File: src/rtl/toggle_gen_pkg.sv
// Shared types and default widths for the NAND strobe generator.
package toggle_gen_pkg;
  localparam int VEC_W = 5;
  localparam int CNT_W = 12;
  localparam int DLY_W = 4;

  typedef enum logic [1:0] {IDLE, PH_A, PH_B} state_t;
endpackage

File: src/rtl/toggle_gen_if.sv
// Control/strobe bundle between the command sequencer (master) and toggle_gen (slave).
interface toggle_gen_if #(
  parameter int VEC_W = toggle_gen_pkg::VEC_W,
  parameter int CNT_W = toggle_gen_pkg::CNT_W,
  parameter int DLY_W = toggle_gen_pkg::DLY_W
);
  logic             start;
  logic             abort;
  logic [CNT_W-1:0] cnt_upto;
  logic [DLY_W-1:0] setup_cyc;
  logic [DLY_W-1:0] hold_cyc;
  logic [VEC_W-1:0] vec_a;
  logic [VEC_W-1:0] vec_b;
  logic [VEC_W-1:0] vec_idle;
  logic [VEC_W-1:0] out_vec;
  logic             busy;
  logic             done;
  logic             aborted;
  logic [CNT_W-1:0] pulse_cnt;

  modport master (
    output start, abort, cnt_upto, setup_cyc, hold_cyc, vec_a, vec_b, vec_idle,
    input  out_vec, busy, done, aborted, pulse_cnt
  );
  modport slave (
    input  start, abort, cnt_upto, setup_cyc, hold_cyc, vec_a, vec_b, vec_idle,
    output out_vec, busy, done, aborted, pulse_cnt
  );
endinterface

File: src/rtl/toggle_phase_timer.sv
// Phase down-counter: load takes effect next clock (0 clamped to 1); expire marks the last cycle.
module toggle_phase_timer #(
  parameter int DLY_W = 4
) (
  input  logic             clk,
  input  logic             reset,
  input  logic             load,
  input  logic [DLY_W-1:0] load_val,
  output logic             expire
);
  logic [DLY_W-1:0] cnt;

  always_ff @(posedge clk or posedge reset) begin
    if (reset) begin
      cnt <= '0;
    end else if (load) begin
      cnt <= (load_val == '0) ? DLY_W'(1) : load_val;
    end else if (cnt != '0) begin
      cnt <= cnt - DLY_W'(1);
    end
  end

  assign expire = (cnt == DLY_W'(1));
endmodule

File: src/rtl/toggle_gen.sv
// Burst strobe generator: cnt_upto pulses of vec_a (setup) then vec_b (hold), all outputs registered.
// Outputs follow the sampling edge by one clock; start is ignored while busy, abort only while busy.
module toggle_gen #(
  parameter int VEC_W = toggle_gen_pkg::VEC_W,
  parameter int CNT_W = toggle_gen_pkg::CNT_W,
  parameter int DLY_W = toggle_gen_pkg::DLY_W
) (
  input  logic         clk,
  input  logic         reset,
  toggle_gen_if.slave  bus
);
  import toggle_gen_pkg::*;

  state_t           state, nxt_state;
  logic [VEC_W-1:0] out_vec, nxt_out;
  logic             busy, nxt_busy;
  logic             done, nxt_done;
  logic             aborted, nxt_aborted;
  logic [CNT_W-1:0] pulse_cnt, nxt_pulse_cnt;

  logic [CNT_W-1:0] sh_cnt;
  logic [DLY_W-1:0] sh_setup, sh_hold;
  logic [VEC_W-1:0] sh_a, sh_b;
  logic             shadow_load;

  logic             tmr_load;
  logic [DLY_W-1:0] tmr_val;
  logic             expire;

  toggle_phase_timer #(.DLY_W(DLY_W)) u_timer (
    .clk      (clk),
    .reset    (reset),
    .load     (tmr_load),
    .load_val (tmr_val),
    .expire   (expire)
  );

  always_ff @(posedge clk or posedge reset) begin
    if (reset) state <= IDLE;
    else       state <= nxt_state;
  end

  always_comb begin
    nxt_state     = state;
    nxt_out       = out_vec;
    nxt_busy      = busy;
    nxt_done      = 1'b0;
    nxt_aborted   = 1'b0;
    nxt_pulse_cnt = pulse_cnt;
    tmr_load      = 1'b0;
    tmr_val       = sh_setup;
    shadow_load   = 1'b0;
    case (state)
      IDLE: begin
        nxt_out  = bus.vec_idle;
        nxt_busy = 1'b0;
        if (bus.start) begin
          shadow_load   = 1'b1;
          nxt_pulse_cnt = '0;
          if (bus.cnt_upto == '0) begin
            nxt_done = 1'b1;
          end else begin
            nxt_state = PH_A;
            nxt_out   = bus.vec_a;
            nxt_busy  = 1'b1;
            tmr_load  = 1'b1;
            tmr_val   = bus.setup_cyc;
          end
        end
      end
      PH_A: begin
        if (bus.abort) begin
          nxt_state   = IDLE;
          nxt_out     = bus.vec_idle;
          nxt_busy    = 1'b0;
          nxt_aborted = 1'b1;
        end else if (expire) begin
          nxt_state     = PH_B;
          nxt_out       = sh_b;
          tmr_load      = 1'b1;
          tmr_val       = sh_hold;
          nxt_pulse_cnt = pulse_cnt + CNT_W'(1);
        end
      end
      PH_B: begin
        // abort takes priority over completion on the final B cycle
        if (bus.abort) begin
          nxt_state   = IDLE;
          nxt_out     = bus.vec_idle;
          nxt_busy    = 1'b0;
          nxt_aborted = 1'b1;
        end else if (expire) begin
          if (pulse_cnt == sh_cnt) begin
            nxt_state = IDLE;
            nxt_out   = bus.vec_idle;
            nxt_busy  = 1'b0;
            nxt_done  = 1'b1;
          end else begin
            nxt_state = PH_A;
            nxt_out   = sh_a;
            tmr_load  = 1'b1;
            tmr_val   = sh_setup;
          end
        end
      end
      default: nxt_state = IDLE;
    endcase
  end

  always_ff @(posedge clk or posedge reset) begin
    if (reset) begin
      out_vec   <= '0;
      busy      <= 1'b0;
      done      <= 1'b0;
      aborted   <= 1'b0;
      pulse_cnt <= '0;
    end else begin
      out_vec   <= nxt_out;
      busy      <= nxt_busy;
      done      <= nxt_done;
      aborted   <= nxt_aborted;
      pulse_cnt <= nxt_pulse_cnt;
    end
  end

  always_ff @(posedge clk or posedge reset) begin
    if (reset) begin
      sh_cnt   <= '0;
      sh_setup <= '0;
      sh_hold  <= '0;
      sh_a     <= '0;
      sh_b     <= '0;
    end else if (shadow_load) begin
      sh_cnt   <= bus.cnt_upto;
      sh_setup <= bus.setup_cyc;
      sh_hold  <= bus.hold_cyc;
      sh_a     <= bus.vec_a;
      sh_b     <= bus.vec_b;
    end
  end

  assign bus.out_vec   = out_vec;
  assign bus.busy      = busy;
  assign bus.done      = done;
  assign bus.aborted   = aborted;
  assign bus.pulse_cnt = pulse_cnt;
endmodule

File: src/flat_wrapper.sv
// flat-port wrapper written by rule: the top's interface ports become plain ports
module toggle_gen_flat import toggle_gen_pkg::*;
#(
  parameter int VEC_W = toggle_gen_pkg::VEC_W,
  parameter int CNT_W = toggle_gen_pkg::CNT_W,
  parameter int DLY_W = toggle_gen_pkg::DLY_W
)
  (clk, reset, bus_start, bus_abort, bus_cnt_upto, bus_setup_cyc, bus_hold_cyc, bus_vec_a, bus_vec_b, bus_vec_idle, bus_out_vec, bus_busy, bus_done, bus_aborted, bus_pulse_cnt);
  toggle_gen_if #(.VEC_W(VEC_W), .CNT_W(CNT_W), .DLY_W(DLY_W)) bus_i ();
  input  logic clk;
  input  logic reset;
  input wire logic [$bits(bus_i.start)-1:0] bus_start;
  input wire logic [$bits(bus_i.abort)-1:0] bus_abort;
  input wire logic [$bits(bus_i.cnt_upto)-1:0] bus_cnt_upto;
  input wire logic [$bits(bus_i.setup_cyc)-1:0] bus_setup_cyc;
  input wire logic [$bits(bus_i.hold_cyc)-1:0] bus_hold_cyc;
  input wire logic [$bits(bus_i.vec_a)-1:0] bus_vec_a;
  input wire logic [$bits(bus_i.vec_b)-1:0] bus_vec_b;
  input wire logic [$bits(bus_i.vec_idle)-1:0] bus_vec_idle;
  output wire logic [$bits(bus_i.out_vec)-1:0] bus_out_vec;
  output wire logic [$bits(bus_i.busy)-1:0] bus_busy;
  output wire logic [$bits(bus_i.done)-1:0] bus_done;
  output wire logic [$bits(bus_i.aborted)-1:0] bus_aborted;
  output wire logic [$bits(bus_i.pulse_cnt)-1:0] bus_pulse_cnt;
  assign bus_i.start = bus_start;
  assign bus_i.abort = bus_abort;
  assign bus_i.cnt_upto = bus_cnt_upto;
  assign bus_i.setup_cyc = bus_setup_cyc;
  assign bus_i.hold_cyc = bus_hold_cyc;
  assign bus_i.vec_a = bus_vec_a;
  assign bus_i.vec_b = bus_vec_b;
  assign bus_i.vec_idle = bus_vec_idle;
  assign bus_out_vec = bus_i.out_vec;
  assign bus_busy = bus_i.busy;
  assign bus_done = bus_i.done;
  assign bus_aborted = bus_i.aborted;
  assign bus_pulse_cnt = bus_i.pulse_cnt;
  toggle_gen #(.VEC_W(VEC_W), .CNT_W(CNT_W), .DLY_W(DLY_W)) u_core (.clk(clk), .reset(reset), .bus(bus_i));
endmodule
File: config.mk
export PLATFORM = sky130hd
export DESIGN_NAME = toggle_gen_flat
export DESIGN_NICKNAME = d
export VERILOG_FILES = /design/src/rtl/toggle_gen_pkg.sv /design/src/rtl/toggle_gen_if.sv /design/src/rtl/toggle_phase_timer.sv /design/src/rtl/toggle_gen.sv /design/src/flat_wrapper.sv
export SDC_FILE = /design/constraint.sdc
export NUM_CORES = 1
export LEC_CHECK = 0
export ABC_AREA = 1
export CAP_MARGIN = 20
export CORE_MARGIN = 2
export CORE_UTILIZATION = 53
export CTS_BUF_LIST = sky130_fd_sc_hd__clkbuf_16
export CTS_CLUSTER_SIZE = 10
export DETAILED_ROUTE_END_ITERATION = 7
export PLACE_DENSITY = 0.8
export SYNTH_ARGS = -nofsm -noshare
export SYNTH_HDL_FRONTEND = slang
export SYNTH_HIERARCHICAL = 1
export SYNTH_SLANG_ARGS = --single-unit
File: constraint.sdc
create_clock -name clk -period 2.7 [get_ports clk]
set_input_delay 0.54 -clock clk [delete_from_list [all_inputs] [get_ports clk]]
set_output_delay 0.54 -clock clk [all_outputs]
set_load 0.03 [all_outputs]
Figure 1. Floorplan with the power grid.
The bar under the picture is 20 microns long. Pins as bars on the die edge. Tap cells in grey.
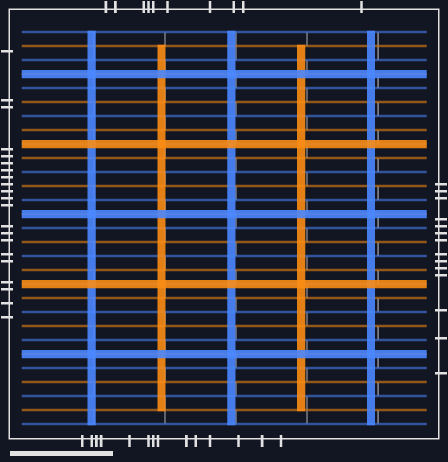
VDD: in orange. VSS: in blue.
5 straps on met4. 5 straps on met5.
Max IR drop VDD: 586 uV
Core Region: 5990 sq um

Figure 2. Cells coloured by class.
The bar under the picture is 20 microns long.
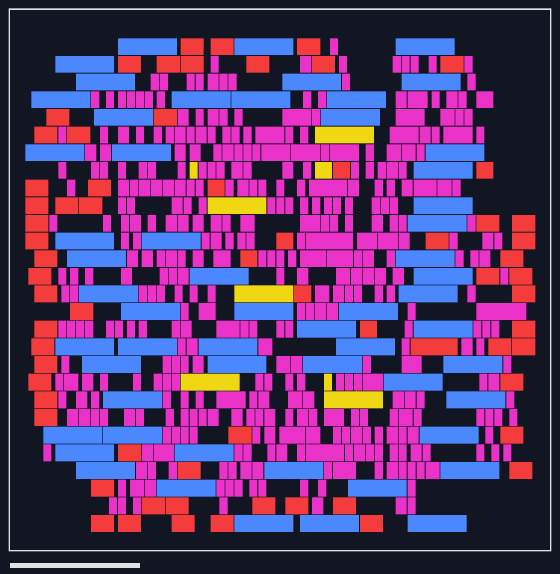
registers: in blue, cells 56. remaining logic cells: in magenta, cells 397. clock drivers and dummy loads: in yellow, cells 8. remaining buffers and delay cells: in red, cells 66.
FP Rows: 28
fraction of area in registers: 0.337

Figure 3. Routed clock nets over the placement.
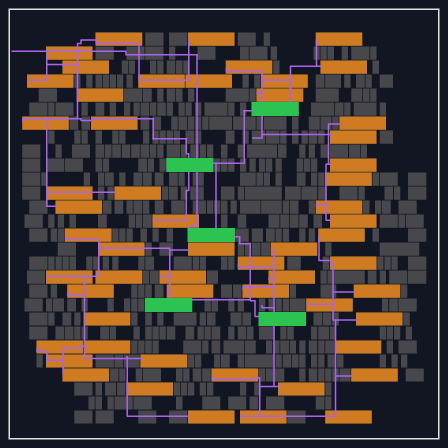
clock wires: in purple, length 682 microns. flip-flops: in orange, count 56. clock-net drivers: in green, count 5.
There are 6 routed clock nets.
clk_skew: 9.48 ps
clk_lat worst skew: 290 ps
clock network power: 0.631 mW
clock share of power: 0.154

Figure 4. Metal layers overlaid.
The bar under the picture is 20 microns long. Only two layers are drawn.
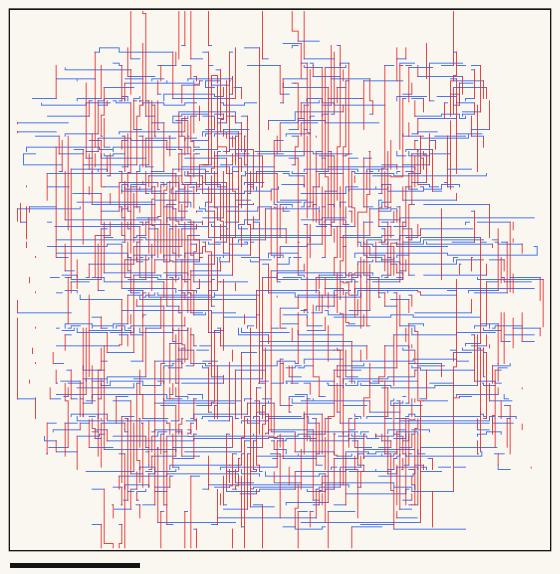
M1: in blue, wire length 3570 microns. M2: in red, wire length 3800 microns.
total wire length: 7920 microns
via count: 3138
Total GRT Usage: 0.241

==> impl_metrics.json <==
{
  "status": "finished, final reports clean",
  "critPathBufInv": 3,
  "tapCellCount": 75,
  "max-cap-violations": 0,
  "cts.sinks": 56,
  "lay_top_count": "nand2_1",
  "place_congestion": 0.911,
  "num-clock-buffers": 5,
  "internal_power_mw": 2.27,
  "area_growth_syn_to_layout_pct": 25.0,
  "drc": 0,
  "clk_pin_slew_ps": 70,
  "die_w_microns": 83.2,
  "use_met1": 0.328,
  "htreeDepth": 2,
  "muxShareOfSynthArea": 0,
  "port_buffers": 58,
  "setup_viol": 0,
  "fp_util": 0.555,
  "viasPerCell": 5.21,
  "ys_types": 34,
  "antenna_cells": 0,
  "top_power_group": "combinational cells",
  "grtUsageMet2": 0.394,
  "dpl_cell_area_sq_um": 4010,
  "worstPathArrival_ps": 2430,
  "area_leaders": "dfrtp_1, nand2_1, inv_1",
  "buffer_area_frac": 0.157,
  "syn-cell-area_sq_um": 3320,
  "routed-wl-met2_microns": 3800,
  "slew_violations": 0,
  "cp-start-kind": "input pin",
  "rsz0062_at_grt": "no",
  "cp_common_cell": "nand2_1",
  "crit_family": "buffers and inverters",
  "cts_tree": "yes",
  "die_h_microns": 83.2,
  "synthArstFlopShare": 1.00,
  "synthCells": 464,
  "clk_share": 0.0337,
  "antenna_left": 0,
  "drtPass1Iterations": 5,
  "ys.flop_type": "dfrtp_1",
  "yosysChipArea_sq_um": 3320,
  "top_area_frac": 0.422,
  "overflow": 0,
  "dieArea_sq_um": 6920,
  "edf_count": 0,
  "synth_flops": 56,
  "finalPower_mw": 4.10,
  "cp_max_fo": 7,
  "ys_cells": 464,
  "avgSynthCellArea_sq_um": 7.16,
  "fp_nets": 512,
  "cpPeakStageDelay_ps": 670,
  "cts_setup_buffers": 0,
  "seq_power_share": 0.339,
  "critPathCapture": "u_core/u_timer/cnt[0]",
  "worstPathCellList": "clkdlybuf4s50_1 > nor2_8 > nand2_4 > o21ai_4 > nand2_4 > inv_1 > nand2_1 > inv_1 > o21ai_0 > nor2_1 > nand2_1 > nand2_1 > nand3_1 > nand2_1",
  "min_to": "u_core/sh_a[0]",
  "cts-root-buf": "clkbuf_16",
  "powerComb_mw": 2.08,
  "finalSetupTns_ps": 0,
  "regArea_sq_um": 1400,
  "p_leak_nw": 2.09,
  "switching_power_mw": 1.83,
  "fa_ha_area_frac": 0.0339,
  "highest_layer": "met4"
}
Power and IR drop assume default switching activity.
